## src/rtl/alu_displays_block.sv

```systemverilog
// Unsigned 4-op ALU with registered flags driving a
// 4-digit multiplexed active-low 7-segment display.
module alu_displays_block #(
  parameter int WIDTH        = 3,
  parameter int REFRESH_BITS = 16
) (
  input  logic             mclk,
  input  logic             rst,
  input  logic [WIDTH-1:0] in1,
  input  logic [WIDTH-1:0] in2,
  input  logic [1:0]       op,
  output logic [3:0]       select_disp,
  output logic             zero,
  output logic             error,
  output logic             AE,
  output logic             BE,
  output logic             CE,
  output logic             DE,
  output logic             EE,
  output logic             FE,
  output logic             GE
);

  localparam int MW = 2 * WIDTH;

  localparam logic [6:0] SEG_BLANK = 7'b1111111;
  localparam logic [6:0] SEG_DASH  = 7'b1111110;
  localparam logic [6:0] SEG_E     = 7'b0110000;
  localparam logic [6:0] SEG_R     = 7'b1111010;

  logic [MW-1:0] w_a;
  logic [MW-1:0] w_b;
  logic [MW-1:0] w_mag;
  logic          w_sign;
  logic          w_err;

  logic [MW-1:0] r_mag;
  logic          r_sign;
  logic          r_err;
  logic          r_zero;

  logic [REFRESH_BITS-1:0] r_cnt;
  logic [1:0]              r_idx;

  logic [9:0] w_val;
  logic [9:0] w_hun;
  logic [9:0] w_ten;
  logic [9:0] w_one;
  logic [6:0] w_seg;

  assign w_a = MW'(in1);
  assign w_b = MW'(in2);

  function automatic logic [6:0] f_digit(input logic [9:0] d);
    logic [6:0] s;
    case (d)
      10'd0:   s = 7'b0000001;
      10'd1:   s = 7'b1001111;
      10'd2:   s = 7'b0010010;
      10'd3:   s = 7'b0000110;
      10'd4:   s = 7'b1001100;
      10'd5:   s = 7'b0100100;
      10'd6:   s = 7'b0100000;
      10'd7:   s = 7'b0001111;
      10'd8:   s = 7'b0000000;
      10'd9:   s = 7'b0000100;
      default: s = SEG_BLANK;
    endcase
    return s;
  endfunction

  // combinational ALU: magnitude, sign of subtract, div-by-zero
  always_comb begin
    w_mag  = '0;
    w_sign = 1'b0;
    w_err  = 1'b0;
    unique case (op)
      2'b00: w_mag = w_a + w_b;
      2'b01: begin
        if (w_a < w_b) begin
          w_sign = 1'b1;
          w_mag  = w_b - w_a;
        end else begin
          w_mag  = w_a - w_b;
        end
      end
      2'b10: w_mag = w_a * w_b;
      2'b11: begin
        if (w_b == '0) w_err = 1'b1;
        else           w_mag = w_a / w_b;
      end
    endcase
  end

  // result and flag registers
  always_ff @(posedge mclk) begin
    if (rst) begin
      r_mag  <= '0;
      r_sign <= 1'b0;
      r_err  <= 1'b0;
      r_zero <= 1'b0;
    end else begin
      r_mag  <= w_mag;
      r_sign <= w_sign;
      r_err  <= w_err;
      r_zero <= (w_mag == '0) && !w_err;
    end
  end

  // refresh counter; digit index steps on each wrap
  always_ff @(posedge mclk) begin
    if (rst) begin
      r_cnt <= '0;
      r_idx <= 2'd0;
    end else begin
      r_cnt <= r_cnt + 1'b1;
      if (&r_cnt) r_idx <= r_idx + 2'd1;
    end
  end

  assign w_val = 10'(r_mag);
  assign w_hun = w_val / 10'd100;
  assign w_ten = (w_val / 10'd10) % 10'd10;
  assign w_one = w_val % 10'd10;

  // segment pattern for the currently enabled digit
  always_comb begin
    w_seg = SEG_BLANK;
    unique case (r_idx)
      2'd0: w_seg = r_err ? SEG_BLANK : f_digit(w_one);
      2'd1: begin
        if (r_err)
          w_seg = SEG_R;
        else if (w_hun == 10'd0 && w_ten == 10'd0)
          w_seg = SEG_BLANK;
        else
          w_seg = f_digit(w_ten);
      end
      2'd2: begin
        if (r_err)
          w_seg = SEG_R;
        else if (w_hun == 10'd0)
          w_seg = SEG_BLANK;
        else
          w_seg = f_digit(w_hun);
      end
      2'd3: begin
        if (r_err)       w_seg = SEG_E;
        else if (r_sign) w_seg = SEG_DASH;
        else             w_seg = SEG_BLANK;
      end
    endcase
  end

  assign select_disp = ~(4'b0001 << r_idx);
  assign {AE, BE, CE, DE, EE, FE, GE} = w_seg;
  assign zero  = r_zero;
  assign error = r_err;

endmodule

```

## config.mk

```make
export PLATFORM = sky130hd
export DESIGN_NAME = alu_displays_block
export DESIGN_NICKNAME = d
export VERILOG_FILES = /design/src/rtl/alu_displays_block.sv
export SDC_FILE = /design/constraint.sdc
export NUM_CORES = 1
export LEC_CHECK = 0
export CAP_MARGIN = 20
export CELL_PAD_IN_SITES_DETAIL_PLACEMENT = 1
export CELL_PAD_IN_SITES_GLOBAL_PLACEMENT = 2
export CORE_UTILIZATION = 39
export CTS_CLUSTER_SIZE = 14
export DETAILED_ROUTE_END_ITERATION = 7
export PLACE_DENSITY = 0.93
export SETUP_SLACK_MARGIN = 0.4
export SLEW_MARGIN = 0
export SYNTH_ARGS = -nofsm -noshare
export SYNTH_HDL_FRONTEND = slang
export SYNTH_SLANG_ARGS = --single-unit
```

## constraint.sdc

```tcl
create_clock -name mclk -period 14.34 [get_ports mclk]
set_input_delay 2.868 -clock mclk [delete_from_list [all_inputs] [get_ports mclk]]
set_output_delay 2.868 -clock mclk [all_outputs]
set_load 0.02 [all_outputs]
```

Fig. 1: routing congestion map
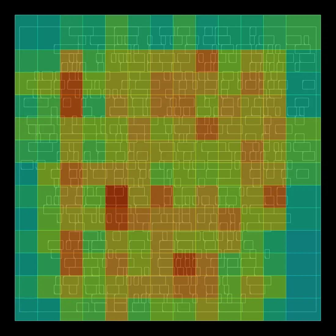
GRT busiest layer: met2
Avg WL per Cell: 15.4 um
end-of-flow core utilization: 45.8%

Fig. 2: routed metal per tile
The bar under the picture is 20 um long. The die is cut into 19 by 19 equal tiles; black is low, pale yellow is high, scaled to the fullest tile. Values are wire area over tile area, all layers added.
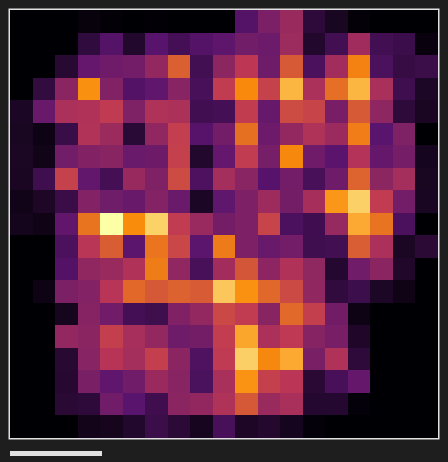
18% of the tiles are nearly empty. The mean over all tiles is 0.14. 18% of the tiles are over half the peak.

Fig. 3: metal 1
The bar under the picture is 20 um long.
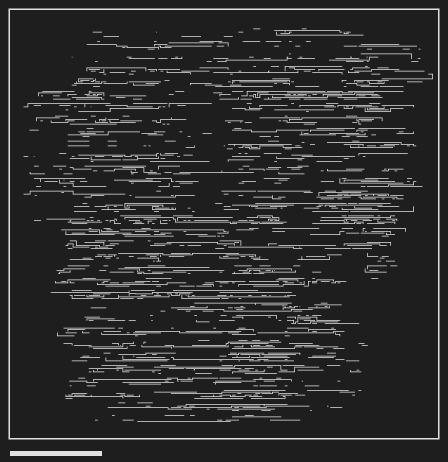
The longest straight run is 22.5 um. 438 nets have wire on it.

Fig. 4: metal 2
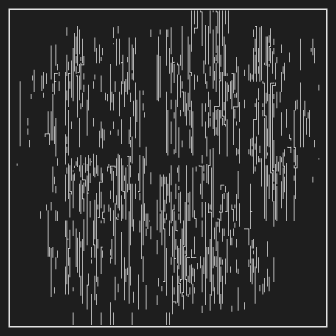
420 nets have wire on it. The longest straight run is 30.3 um. The layer holds 48% of the routed length. The wires run mostly vertical. The layer carries 3860 um of wire.

Fig. 5: cell area per tile
The bar under the picture is 20 um long. The die is cut into 9 by 9 equal tiles; black is low, pale yellow is high, 0 to 100% covered.
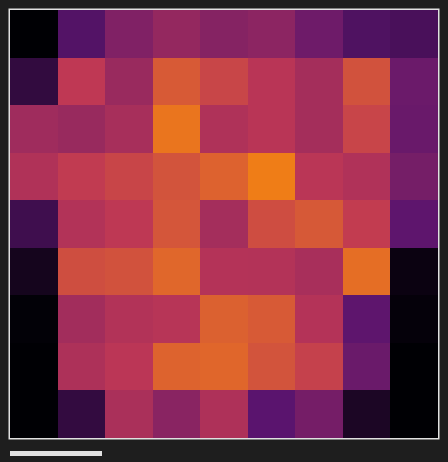
The fullest tile reaches 71%. The mean over all tiles is 40%. 8.6% of the tiles are nearly empty. The emptiest ninth of the die: south-east.

==> results.txt <==
Figures from the flow reports.

Hold path:
- In this run the most critical hold path is launched from r_cnt[0].
- In this run the worst hold path is classified as register to register.
- The path with the worst hold slack has its endpoint at r_cnt[0].
- The run puts the worst hold path cell count at 1.

Layout:
- The run puts the antenna diode count at 0.
- The layout report lists the combined flip-flop and latch area as 541 um2.
- The finished cells cover 0.00361 mm2.
- The run gives the share of layout cells above drive strength 1 as 5.20%.
- The layout has about 980 filler cells.
- According to the finish report, the design has a final net count of about 490.
- The run puts the area growth from synthesis to layout at 10.9%.
- The layout report lists the multi-input gate area as 0.00254 mm2.

Worst setup path:
- The run puts the endpoint arrival time on the critical path at 8.77 ns.
- The run puts the critical-path maximum fanout at 11.
- The run gives the endpoint type of the worst setup path as a register.
- The worst setup path is launched from an input port.
- The worst register-to-register path begins at r_cnt[3].
- The capture point of the worst register-to-register path is recorded as r_idx[1].
- The cell family contributing the most delay on the critical path is AND-OR/OR-AND gates.
- The run puts the buffer and inverter count on the worst path at 2.
- The run gives the category of the critical setup timing path as input port to register.
- At the worst endpoint, the required time is 14.49 ns.
- The slowest stage of the critical path is the sky130_fd_sc_hd__clkdlybuf4s50_1 cell.

Floorplanning:
- The run puts the die boundary height at between 90 and 100 um.
- The run puts the share of the core filled by cells before placement at about 41%.
- The run puts the width of the die at 93.4 um.
- The run puts the area of the core region at around 0.0079 mm2.
- The run puts the number of core rows at 32.
- 23 I/O pins were placed.

Placement:
- The run gives the final weighted congestion in routability-driven placement as 0.842.
- The run gives the placed standard-cell area as 0.00357 mm2.
- The run puts the number of port buffers at 22.
- The run puts the post-detailed-placement half-perimeter wirelength at 6480 um.

STA:
- The run puts the worst-case hold slack at 0.465 ns.
- Setup repair after global routing left no endpoint under its margin.
- The run puts the shortest clock period the worst path allows after layout at 8.61 ns.
- The run gives the maximum achievable frequency as 0.116 GHz.
- The last timing report of the flow puts the setup violation total at 0.
- The run puts the final number of max-transition violations at 0.
- After layout, the worst path uses 60.1% of the clock period.
- The run puts the summed negative setup slack over all endpoints at 0 ns.
- The worst pin sits at a relative slew slack of 51.0%.
- The clock arrives with 0.0103 ns of skew.

CTS:
- On the reported timing paths, the clock transition at the registers reads around 0.090 ns.
- For this design, the sink count on the clock tree is 27.
- Post-CTS repair changed the size of 0 cells.
- The run puts the clock insertion delay at the later pin of the skew report at 0.28 ns.
- The run puts the H-tree depth at 1.
- The run gives the CTS tree as yes.
- The run puts the maximum root-to-sink buffer count at 2.
- The run puts the TritonCTS buffer count at 3.
- The root buffer cell chosen for the clock tree is sky130_fd_sc_hd__clkbuf_8.

Logic synthesis:
- For this design, Yosys synthesis ends with a cell count of slightly above 400.
- The most used flip-flop cell after synthesis is sky130_fd_sc_hd__dfxtp_1.
- Summed over all instances, the cell type with the most area after synthesis is sky130_fd_sc_hd__ha_1.
- Before any placement, the netlist area is recorded as 0.00326 mm2.
- The synthesis report lists the Yosys warning total as 0.
- The top cell type by area accounts for 20.0% of the synthesized area.
- The run puts the sequential element share of the synthesized area at 16.6%.
- The run gives the count of flip-flops with a built-in enable after synthesis as 0.
- The synthesized netlist contains 64 unique library cells.
- The run puts the flip-flop and latch count after synthesis at 27.
- The synthesis report lists the most area-consuming cells as sky130_fd_sc_hd__ha_1 (20%), sky130_fd_sc_hd__dfxtp_1 (17%), sky130_fd_sc_hd__nor2_1 (5.2%).
- The run gives the average instance area after synthesis as between 8 and 9 um2.

Run:
- The run puts the count of max-cap constraint violations at 0.

Global routing:
- Entering global routing, the biggest net connects 28 pins.
- The number of antenna violations at the first check in global routing is 0.
- The run puts the via count of the first global-routing pass at 2852.

Routing:
- The run gives the first-pass detailed-route iteration total as 4.
- In the post-route report, total wirelength is listed as slightly above 8000 um.
- The run puts the number of vias per cell at approximately 5.6.
- The run puts the via count at approximately 2900.

Pwr:
- Power spread over the standard cell area amounts to between 80 and 90 mW/mm2.
- The run puts the leakage power summed over all cells at around 0.0015 uW.

Outcome:
- The flow ran to the end, and the final reports show no timing, DRC or antenna violations.
-- placed cells by master, fill, tap and decap left out, types with 3 or more instances in the layout --
master,count
sky130_fd_sc_hd__ha_1,52
sky130_fd_sc_hd__nor2_1,45
sky130_fd_sc_hd__inv_1,35
sky130_fd_sc_hd__dfxtp_1,27
sky130_fd_sc_hd__a21oi_1,23
sky130_fd_sc_hd__o21ai_0,22
sky130_fd_sc_hd__clkdlybuf4s50_1,22
sky130_fd_sc_hd__nand2_1,20
sky130_fd_sc_hd__nand2b_1,13
sky130_fd_sc_hd__xor2_1,12
sky130_fd_sc_hd__xnor2_1,10
sky130_fd_sc_hd__nand3_1,10
sky130_fd_sc_hd__nor2b_1,9
sky130_fd_sc_hd__a31oi_1,8
sky130_fd_sc_hd__mux2i_1,7
sky130_fd_sc_hd__nand4_1,7
sky130_fd_sc_hd__o31ai_1,6
sky130_fd_sc_hd__o21a_1,6
sky130_fd_sc_hd__fa_1,6
sky130_fd_sc_hd__and2_1,5
sky130_fd_sc_hd__nor3_1,5
sky130_fd_sc_hd__nor3b_1,4
sky130_fd_sc_hd__or3_1,4
sky130_fd_sc_hd__mux2_2,3
sky130_fd_sc_hd__a22oi_1,3
sky130_fd_sc_hd__o22ai_1,3
sky130_fd_sc_hd__and3_1,3
sky130_fd_sc_hd__clkbuf_8,3
-- through the flow --
step,setup slack (ns),instances,total power [uW]
finish,5.73,525,291
global route,5.30,525,314
CTS,5.77,525,294
detailed placement,5.49,521,250
global placement,5.78,521,245
floorplan,6.84,408,199
-- worst max path at each step --
| stage | from | to | cells past startpoint |
|---|---|---|---|
| 2_1_floorplan | in2[1] | r_mag[0] | 24 |
| 3_3_place_gp | in2[1] | r_mag[0] | 25 |
| 3_5_place_dp | in2[1] | r_mag[0] | 25 |
| 4_1_cts | in2[1] | r_mag[0] | 25 |
| 5_1_grt | in2[1] | r_mag[0] | 25 |
| 6_report | in2[1] | r_mag[0] | 25 |
-- sequential cells by signal, indices dropped and copies added, names as in the netlist --
signal  count
zero        1
r_idx       2
error       1
r_sign      1
r_cnt      16
r_mag       6
-- logic make-up after synthesis --
family	Yosys count	synth area share, %
fa+ha+maj	58	23.7
flops	27	16.6
compound gates	103	22.1
xor+xnor	22	5.92
buf+inv	47	5.53
simple gates	138	22.5
mux	11	3.65
other cells	1	0.115
-- layer usage --
metal  vias to the layer above  track usage, %  share of wire [%]
li1                       1465               -                  -
met1                      1447            26.6                 50
met2                        21            33.1                 48
met3                         5            1.46                1.4
met4                         0            3.08               0.68
met5                         -               0                  0
-- report_power, final --
group | internal [uW] | total [uW] | switching (uW)
Combinational | 73.0 | 165 | 92.0
Sequential | 77.8 | 83.1 | 5.31
Clock | 19.5 | 43.1 | 23.6
-- area by class of cell --
cell class | count | share of cell area [%]
Multi-Input combinational cell | 334 | 70.3
Sequential cell | 27 | 15.0
Timing Repair Buffer | 23 | 6.30
Inverter | 35 | 3.64
Tap cell | 102 | 3.53
Clock buffer | 3 | 1.14
Clock inverter | 1 | 0.139
Power and IR drop assume default switching activity.
